Figure 1. Power grid (run 1).
Bar = 50 um. Pins as bars on the die edge.
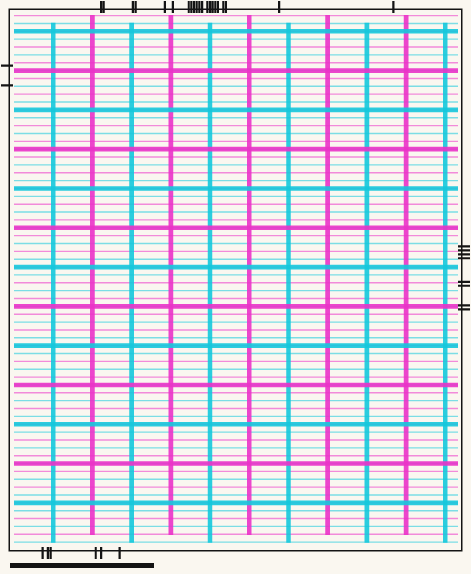
Figure 2. Clock routing (run 1).
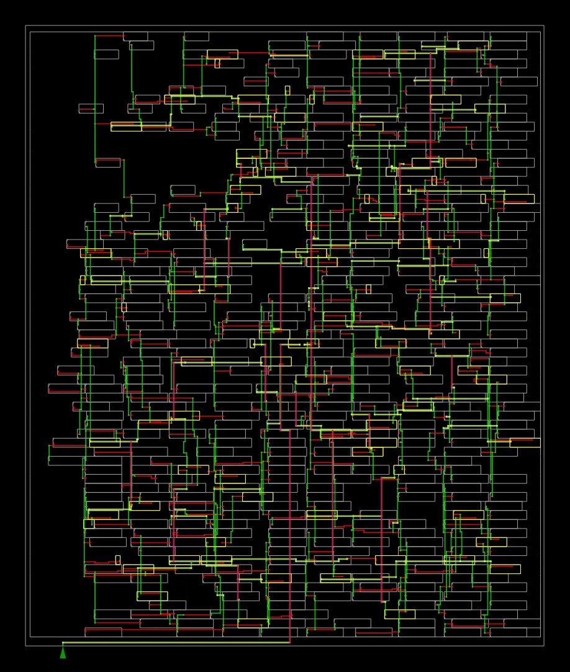
Figure 3. Metal 3 (run 1).
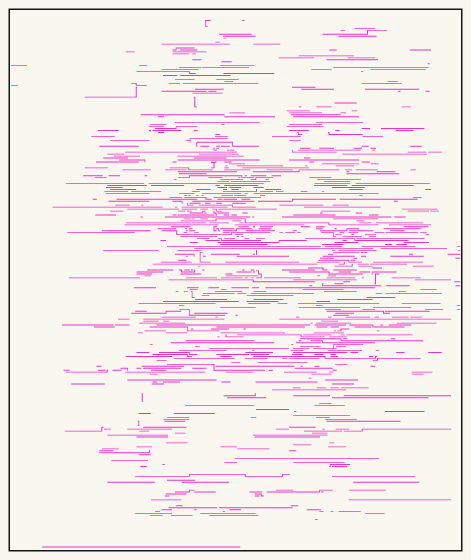
**src/rtl/bp_pkt_fifo_if.sv**
```systemverilog
// BytePipe byte-stream handshake: 8-bit data with valid/ready flow control.
// The master drives data/valid; the slave answers with ready.
interface bp_pkt_fifo_if;
   logic [7:0] data;
   logic       valid;
   logic       ready;

   modport master (output data, output valid, input ready);
   modport slave  (input data, input valid, output ready);
endinterface

```
**src/rtl/bp_pkt_fifo.sv**
```systemverilog
// Packet-aware BytePipe FIFO: bytes become visible downstream only after their whole
// length-prefixed packet is stored; oversize packets are swallowed and counted.
module bp_pkt_fifo #(
   parameter int unsigned DEPTH     = 50,
   parameter int unsigned DROPCNT_W = 8
) (
   input  logic                         i_clk,
   input  logic                         i_rst,
   input  logic                         i_cg,
   bp_pkt_fifo_if.slave                 bp_in,
   bp_pkt_fifo_if.master                bp_out,
   output logic [$clog2(DEPTH+1)-1:0]   o_n_committed,
   output logic [DROPCNT_W-1:0]         o_n_dropped
);

   localparam int unsigned PW = $clog2(DEPTH);
   localparam int unsigned CW = $clog2(DEPTH + 1);
   localparam logic [PW-1:0] LAST_PTR = PW'(DEPTH - 1);

   typedef enum logic [1:0] {
      ST_HDR,
      ST_PAYLOAD,
      ST_DISCARD
   } state_t;

   state_t         state_q, state_d;
   logic [7:0]     remaining_q, remaining_d;
   logic [8:0]     pkt_size_q, pkt_size_d;
   logic [PW-1:0]  wptr_q, rptr_q;
   logic           full_q;
   logic [CW-1:0]  n_committed_q;
   logic [DROPCNT_W-1:0] n_dropped_q;
   logic [7:0]     mem [DEPTH];

   logic           xfer_in, xfer_out;
   logic           wr_en, commit, drop_inc;
   logic [CW-1:0]  commit_amt;
   logic           hdr_oversize;

   function automatic logic [PW-1:0] ptr_inc(input logic [PW-1:0] p);
      return (p == LAST_PTR) ? '0 : p + 1'b1;
   endfunction

   // Discarded bytes are never stored, so DISCARD accepts even when storage is full.
   assign bp_in.ready   = (state_q == ST_DISCARD) || !full_q;
   assign bp_out.valid  = (n_committed_q != '0);
   assign bp_out.data   = bp_out.valid ? mem[rptr_q] : 8'h00;
   assign o_n_committed = n_committed_q;
   assign o_n_dropped   = n_dropped_q;

   assign xfer_in      = bp_in.valid && bp_in.ready && i_cg;
   assign xfer_out     = bp_out.valid && bp_out.ready && i_cg;
   assign hdr_oversize = (32'(bp_in.data) + 32'd1) > DEPTH;

   // NOTE: every signal written here gets a default first so no latch is inferred.
   always_comb begin
      state_d     = state_q;
      remaining_d = remaining_q;
      pkt_size_d  = pkt_size_q;
      wr_en       = 1'b0;
      commit      = 1'b0;
      commit_amt  = CW'(pkt_size_q);
      drop_inc    = 1'b0;
      if (xfer_in) begin
         unique case (state_q)
            ST_HDR: begin
               remaining_d = bp_in.data;
               if (hdr_oversize) begin
                  drop_inc = 1'b1;
                  state_d  = ST_DISCARD;
               end else begin
                  wr_en      = 1'b1;
                  pkt_size_d = {1'b0, bp_in.data} + 9'd1;
                  if (bp_in.data == 8'h00) begin
                     commit     = 1'b1;
                     commit_amt = CW'(1);
                  end else begin
                     state_d = ST_PAYLOAD;
                  end
               end
            end
            ST_PAYLOAD: begin
               wr_en       = 1'b1;
               remaining_d = remaining_q - 8'd1;
               if (remaining_q == 8'd1) begin
                  commit  = 1'b1;
                  state_d = ST_HDR;
               end
            end
            ST_DISCARD: begin
               remaining_d = remaining_q - 8'd1;
               if (remaining_q == 8'd1) state_d = ST_HDR;
            end
            default: state_d = ST_HDR;
         endcase
      end
   end

   // NOTE: sequential state uses non-blocking assignments so every register samples
   // the pre-edge values regardless of statement order.
   always_ff @(posedge i_clk) begin
      if (i_rst) begin
         state_q       <= ST_HDR;
         remaining_q   <= '0;
         pkt_size_q    <= '0;
         wptr_q        <= '0;
         rptr_q        <= '0;
         full_q        <= 1'b0;
         n_committed_q <= '0;
         n_dropped_q   <= '0;
      end else begin
         state_q     <= state_d;
         remaining_q <= remaining_d;
         pkt_size_q  <= pkt_size_d;
         if (wr_en)    wptr_q <= ptr_inc(wptr_q);
         if (xfer_out) rptr_q <= ptr_inc(rptr_q);
         if (wr_en && !xfer_out && (ptr_inc(wptr_q) == rptr_q)) full_q <= 1'b1;
         else if (xfer_out && !wr_en)                           full_q <= 1'b0;
         // Commit always coincides with the packet's last write, so the byte
         // written this cycle is included in commit_amt.
         n_committed_q <= n_committed_q + (commit ? commit_amt : '0) - CW'(xfer_out);
         if (drop_inc && (n_dropped_q != '1)) n_dropped_q <= n_dropped_q + 1'b1;
      end
   end

   // NOTE: storage has no reset; pointers and counts alone decide what is readable.
   always_ff @(posedge i_clk) begin
      if (wr_en) mem[wptr_q] <= bp_in.data;
   end

endmodule
```
**src/flat_wrapper.sv**
```systemverilog
// flat-port wrapper written by rule: the top's interface ports become plain ports
module bp_pkt_fifo_flat 
#(
   parameter int unsigned DEPTH     = 50,
   parameter int unsigned DROPCNT_W = 8
)
  (i_clk, i_rst, i_cg, o_n_committed, o_n_dropped, bp_in_data, bp_in_valid, bp_in_ready, bp_out_data, bp_out_valid, bp_out_ready);
  bp_pkt_fifo_if bp_in_i ();
  bp_pkt_fifo_if bp_out_i ();
  input  logic i_clk;
  input  logic i_rst;
  input  logic i_cg;
  output logic [$clog2(DEPTH+1)-1:0] o_n_committed;
  output logic [DROPCNT_W-1:0] o_n_dropped;
  input wire logic [$bits(bp_in_i.data)-1:0] bp_in_data;
  input wire logic [$bits(bp_in_i.valid)-1:0] bp_in_valid;
  output wire logic [$bits(bp_in_i.ready)-1:0] bp_in_ready;
  output wire logic [$bits(bp_out_i.data)-1:0] bp_out_data;
  output wire logic [$bits(bp_out_i.valid)-1:0] bp_out_valid;
  input wire logic [$bits(bp_out_i.ready)-1:0] bp_out_ready;
  assign bp_in_i.data = bp_in_data;
  assign bp_in_i.valid = bp_in_valid;
  assign bp_in_ready = bp_in_i.ready;
  assign bp_out_data = bp_out_i.data;
  assign bp_out_valid = bp_out_i.valid;
  assign bp_out_i.ready = bp_out_ready;
  bp_pkt_fifo #(.DEPTH(DEPTH), .DROPCNT_W(DROPCNT_W)) u_core (.i_clk(i_clk), .i_rst(i_rst), .i_cg(i_cg), .bp_in(bp_in_i), .bp_out(bp_out_i), .o_n_committed(o_n_committed), .o_n_dropped(o_n_dropped));
endmodule
```
**config.mk**
```make
export PLATFORM = sky130hd
export DESIGN_NAME = bp_pkt_fifo_flat
export DESIGN_NICKNAME = d
export VERILOG_FILES = /design/src/rtl/bp_pkt_fifo_if.sv /design/src/rtl/bp_pkt_fifo.sv /design/src/flat_wrapper.sv
export SDC_FILE = /design/constraint.sdc
export NUM_CORES = 1
export LEC_CHECK = 0
export CAP_MARGIN = 25
export CORE_ASPECT_RATIO = 1.2
export CORE_UTILIZATION = 65
export CTS_CLUSTER_SIZE = 8
export DETAILED_ROUTE_END_ITERATION = 10
export GPL_TIMING_DRIVEN = 0
export MAX_ROUTING_LAYER = met4
export PLACE_DENSITY = 0.91
export RECOVER_POWER = 50
export SYNTH_ARGS = -nofsm -noshare
export SYNTH_HDL_FRONTEND = slang
export SYNTH_SLANG_ARGS = --single-unit
```
**constraint.sdc**
```tcl
create_clock -name i_clk -period 9.4 [get_ports i_clk]
set_input_delay 2.35 -clock i_clk [delete_from_list [all_inputs] [get_ports i_clk]]
set_output_delay 2.35 -clock i_clk [all_outputs]
set_load 0.01 [all_outputs]
```
==> results.toml, run 1 <==
# physical design summary
[sta]
fin_crit_sh_pct = 80.9
finalCriticalPeriod_ns = 7.60
report.final.slew_viol_count = 370
fmax_mhz = 131

[synthesis]
synth.avg_cell_area_sq_um = 17.6
yosysWarnings = 0
synth-edff-count = 400
largest_area_cell = "edfxtp_1"
postSynthCellCount = 1055
synth_chip_area_sq_mm = 0.0185
yosys_cells = 1055

[global_route]
grt_pass1_vias = 11700
grt_antenna_before_repair = 4

[cts]
clk_pin_slew_ns = 0.05
cts_max_level = 3
cts-buffers-inserted = 66

[cells_and_area]
area_growth_pct = 14.3
final_nets = 1206

[run]
maxCapViolCount = 8

[hold_path]
min_path_type = "flop to flop"

[run_status]
violations = "max-capacitance violations, max-slew violations"
status = "finished with violations"

[floorplan]
core_area_sq_mm = 0.0280
io_pins = 37

[power_and_ir_drop]
p_total_w = 0.00513

[place]
hpwl_um = 27800
Notes on Figure 1 above:
| color | net |
|---|---|
| cyan | VSS |
| magenta | VDD |
met5 straps: 13
signal pins: 37
rows: 67

Notes on Figure 2 above:
Latency at later pin: 0.58 ns
clk pwr: 0.00215 W
total clock sinks: 449
Max Clock Skew: 0.0249 ns

Notes on Figure 3 above:
nets with wire on the layer: 406
longest straight run: 68.3 um
share of all routed wire: 13%
wire length on this layer: 6890 um
main direction: horizontal

==> run 1: where the power goes <==
part           total (W)  internal, W  switching [W]
Sequential       0.00222      0.00220      0.0000197
Combinational   0.000763     0.000328       0.000435
Clock            0.00215      0.00129       0.000865
==> run 1: cell usage in the layout, fill, tap and decap left out, drive strengths merged, types with 11 or more instances in the layout <==
| cell type | synthesis | routed |
|---|---|---|
| a21oi | 29 | 29 |
| dfxtp | 49 | 49 |
| dlygate4sd3 | 0 | 16 |
| buf | 29 | 28 |
| ha | 24 | 24 |
| clkbuf | 28 | 130 |
| xnor2 | 13 | 13 |
| mux4 | 112 | 112 |
| edfxtp | 400 | 400 |
| mux2 | 20 | 20 |
| a211oi | 11 | 11 |
| inv | 30 | 34 |
| nand3 | 22 | 22 |
| o21ai | 24 | 24 |
| clkdlybuf4s50 | 0 | 12 |
| nor2 | 88 | 88 |
| nor3 | 16 | 16 |
| nand2 | 36 | 36 |
==> run 1: metal layers <==
metal,GRT usage [%],part of all wire (%),vias up
met2,58.5,48,1248
met1,45.0,32,5636
met3,13.9,13,359
li1,-,-,4441
met4,23.2,7.7,0
met5,-,0,-
==> run 1: area by class of cell <==
| class | instances | area (sq um) | area share [%] |
|---|---|---|---|
| Antenna cell | 6 | 15.0 | 0.0709 |
| Buffer | 57 | 251 | 1.19 |
| Clock buffer | 84 | 1740 | 8.22 |
| Clock inverter | 7 | 76.3 | 0.361 |
| Inverter | 31 | 116 | 0.550 |
| Multi-Input combinational cell | 518 | 5150 | 24.3 |
| Sequential cell | 449 | 13000 | 61.4 |
| Tap cell | 379 | 474 | 2.24 |
| Timing Repair Buffer | 45 | 350 | 1.65 |
==> run 1: cells by family (layout without fill, tap and decap cells) <==
logic type,after synthesis,after routing,synth area share (%)
simple gates,215,215,5.48
mux,141,141,15.3
fa+ha+maj,25,25,1.73
compound gates,116,116,4.30
flops,449,449,70.2
other cells,0,6,0
xor+xnor,21,21,0.993
buf+inv,88,224,2.01
==> run 1: critical path: stages <==
cell and delay [ns]:
clkbuf_1 0.30, clkbuf_1 1.94, ha_1 0.53, and2_1 0.18, nand4_1 0.19, a2111oi_4 0.52, a21boi_2 0.33, o2111ai_1 0.52
nor2_1 0.87
==> run 1: registers in the layout, indices dropped and copies added (netlist names), named ones only <==
register / flops
u_core.mem: 400
u_core.o_n_dropped: 8
u_core.remaining_q: 8
u_core.o_n_committed: 6
u_core.pkt_size_q: 6
u_core.rptr_q: 6
u_core.wptr_q: 6
u_core.state_q: 2
u_core.full_q: 1
==> run 1: stage by stage <==
stage	instance area, sq um	instances	hold WS [ns]
floorplan	18500	1055	0.460
global placement	19400	1470	0.485
detailed placement	19400	1473	0.496
CTS	21200	1564	0.506
global route	21200	1576	0.532
finish	21200	1576	0.509
==> run 1: path summary, 6_finish.rpt <==
check	cells after the start	slack (ns)	to
setup / recovery	9	1.80	u_core.mem[43][7]
setup reg to reg	14	5.89	u_core.o_n_committed[4]
hold / removal	2	0.51	u_core.pkt_size_q[3]
hold reg to reg	2	0.51	u_core.pkt_size_q[3]
--- run 2 (diff from run 1) ---
--- a/config.mk
+++ b/config.mk
@@ -7,12 +7,12 @@
 export LEC_CHECK = 0
 export CAP_MARGIN = 25
 export CORE_ASPECT_RATIO = 1.2
-export CORE_UTILIZATION = 65
+export CORE_UTILIZATION = 56
 export CTS_CLUSTER_SIZE = 8
 export DETAILED_ROUTE_END_ITERATION = 10
 export GPL_TIMING_DRIVEN = 0
 export MAX_ROUTING_LAYER = met4
-export PLACE_DENSITY = 0.91
+export PLACE_DENSITY = 0.84
 export RECOVER_POWER = 50
 export SYNTH_ARGS = -nofsm -noshare
 export SYNTH_HDL_FRONTEND = slang
==> constraint.sdc (replaced) <==
create_clock -name i_clk -period 6.9 [get_ports i_clk]
set_input_delay 1.725 -clock i_clk [delete_from_list [all_inputs] [get_ports i_clk]]
set_output_delay 1.725 -clock i_clk [all_outputs]
set_load 0.01 [all_outputs]
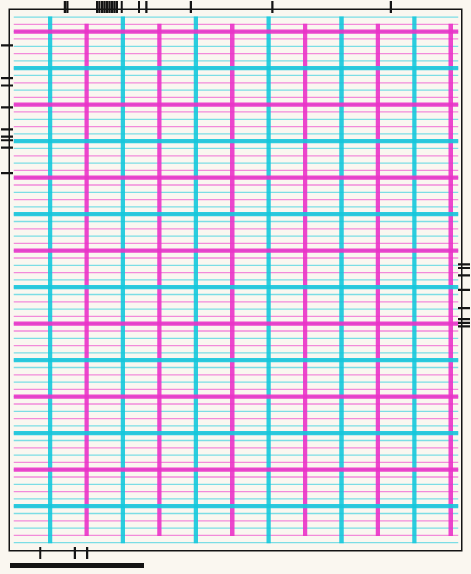
Figure 4: run 2, power grid.
Bar = 50 um. Pins as bars on the die edge.
| color | net |
|---|---|
| cyan | VSS |
| magenta | VDD |
met1 rails: 73
met4 straps: 12
core area: 0.0324 sq mm
Chip Height: 201 um

==> results.toml, run 2 <==
# physical design summary
[run_status]
violations = "max-capacitance violations, max-slew violations"
status = "finished with violations"

[cells_and_area]
largest_register_ffs = 400
final_common_cell = "edfxtp_1"
mi_logic_area_sq_mm = 0.00515
top_register = "u_core.mem"
final_cell_mix = "400 x edfxtp_1, 112 x mux4_2, 88 x nor2_1"
regArea_sq_mm = 0.0130

[run]
maxCapViolCount = 4

[place]
hpwl_um = 27500

[cts]
clk_pin_slew_ns = 0.05
cts_max_level = 3
cts-buffers-inserted = 66
clk_latency_ns = 0.58

[global_route]
grt_pass1_vias = 11100

[hold_path]
min_path_type = "flop to flop"

[sta]
fin_skew_ns = 0.0364
fin_crit_sh_pct = 92.4
report.final.slew_viol_count = 202
finalCriticalPeriod_ns = 6.38

[synthesis]
synth_chip_area_sq_mm = 0.0185
largest_area_cell = "edfxtp_1"
synth.avg_cell_area_sq_um = 17.6
postSynthCellCount = 1055

[floorplan]
io_pins = 37

[power_and_ir_drop]
p_total_w = 0.00691
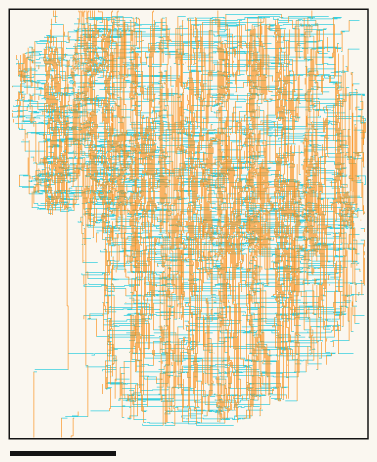
Figure 5: run 2, wiring by layer.
Bar = 50 um. Two of the layers only.
| color | layer | wire length |
|---|---|---|
| cyan | M1 | 16000 um |
| orange | M2 | 24.8 mm |
total wire length: 46900 um
Wirelength per Cell: 29.3 um

==> run 2: path summary, 6_finish.rpt <==
| check | cells after the start | from | end |
|---|---|---|---|
| worst max-delay path | 8 | bp_in_data[5] | u_core.mem[43][4] |
| worst min-delay path | 2 | u_core.pkt_size_q[5] | u_core.pkt_size_q[5] |
| worst max register to register | 8 | u_core.state_q[0] | u_core.mem[43][4] |
| worst min register to register | 2 | u_core.pkt_size_q[5] | u_core.pkt_size_q[5] |
==> run 2: cell families after synthesis <==
logic type,synth area share (%)
compound gates,4.30
xor+xnor,0.993
fa+ha+maj,1.73
buf+inv,2.01
flops,70.2
mux,15.3
simple gates,5.48
==> run 2: final cells by class <==
class | instances | share of cell area, %
Tap cell | 407 | 2.40
Multi-Input combinational cell | 518 | 24.3
Clock inverter | 8 | 0.371
Timing Repair Buffer | 44 | 1.77
Antenna cell | 1 | 0.0118
Sequential cell | 449 | 61.2
Inverter | 31 | 0.548
Buffer | 57 | 1.19
Clock buffer | 85 | 8.22
==> run 2: layer usage <==
metal	routed length [um]	vias to the layer above	GRT usage [%]	share of wire, %
li1	-	4435	-	-
met1	16000	5496	32.9	34
met2	24800	719	49.3	53
met3	3940	158	4.98	8.4
met4	2100	0	13.4	4.5
met5	0	-	-	0
==> run 2: stage by stage <==
step	hold slack [ns]	cell area (sq um)	std cells
2_1_floorplan	0.460	18500	1055
3_3_place_gp	0.487	19400	1498
3_5_place_dp	0.499	19400	1503
4_1_cts	0.506	21200	1596
5_1_grt	0.547	21200	1600
6_report	0.502	21200	1600
==> run 2: where the power goes <==
part / total (W) / switching [W] / internal (W)
logic: 0.000994 / 0.000547 / 0.000447
clock network: 0.00290 / 0.00114 / 0.00176
registers: 0.00302 / 0.0000254 / 0.00299
total: 0.00691 / 0.00171 / 0.00520
==> run 2: worst max-delay path: stages <==
cell and delay (ns):
clkbuf_1 0.12, clkbuf_1 1.89, and2_1 0.36, nand4_1 0.18, a2111oi_4 0.37, a21boi_2 0.38
o2111ai_1 0.59, nor2_1 0.92
Power is estimated from default activity; no workload was simulated.
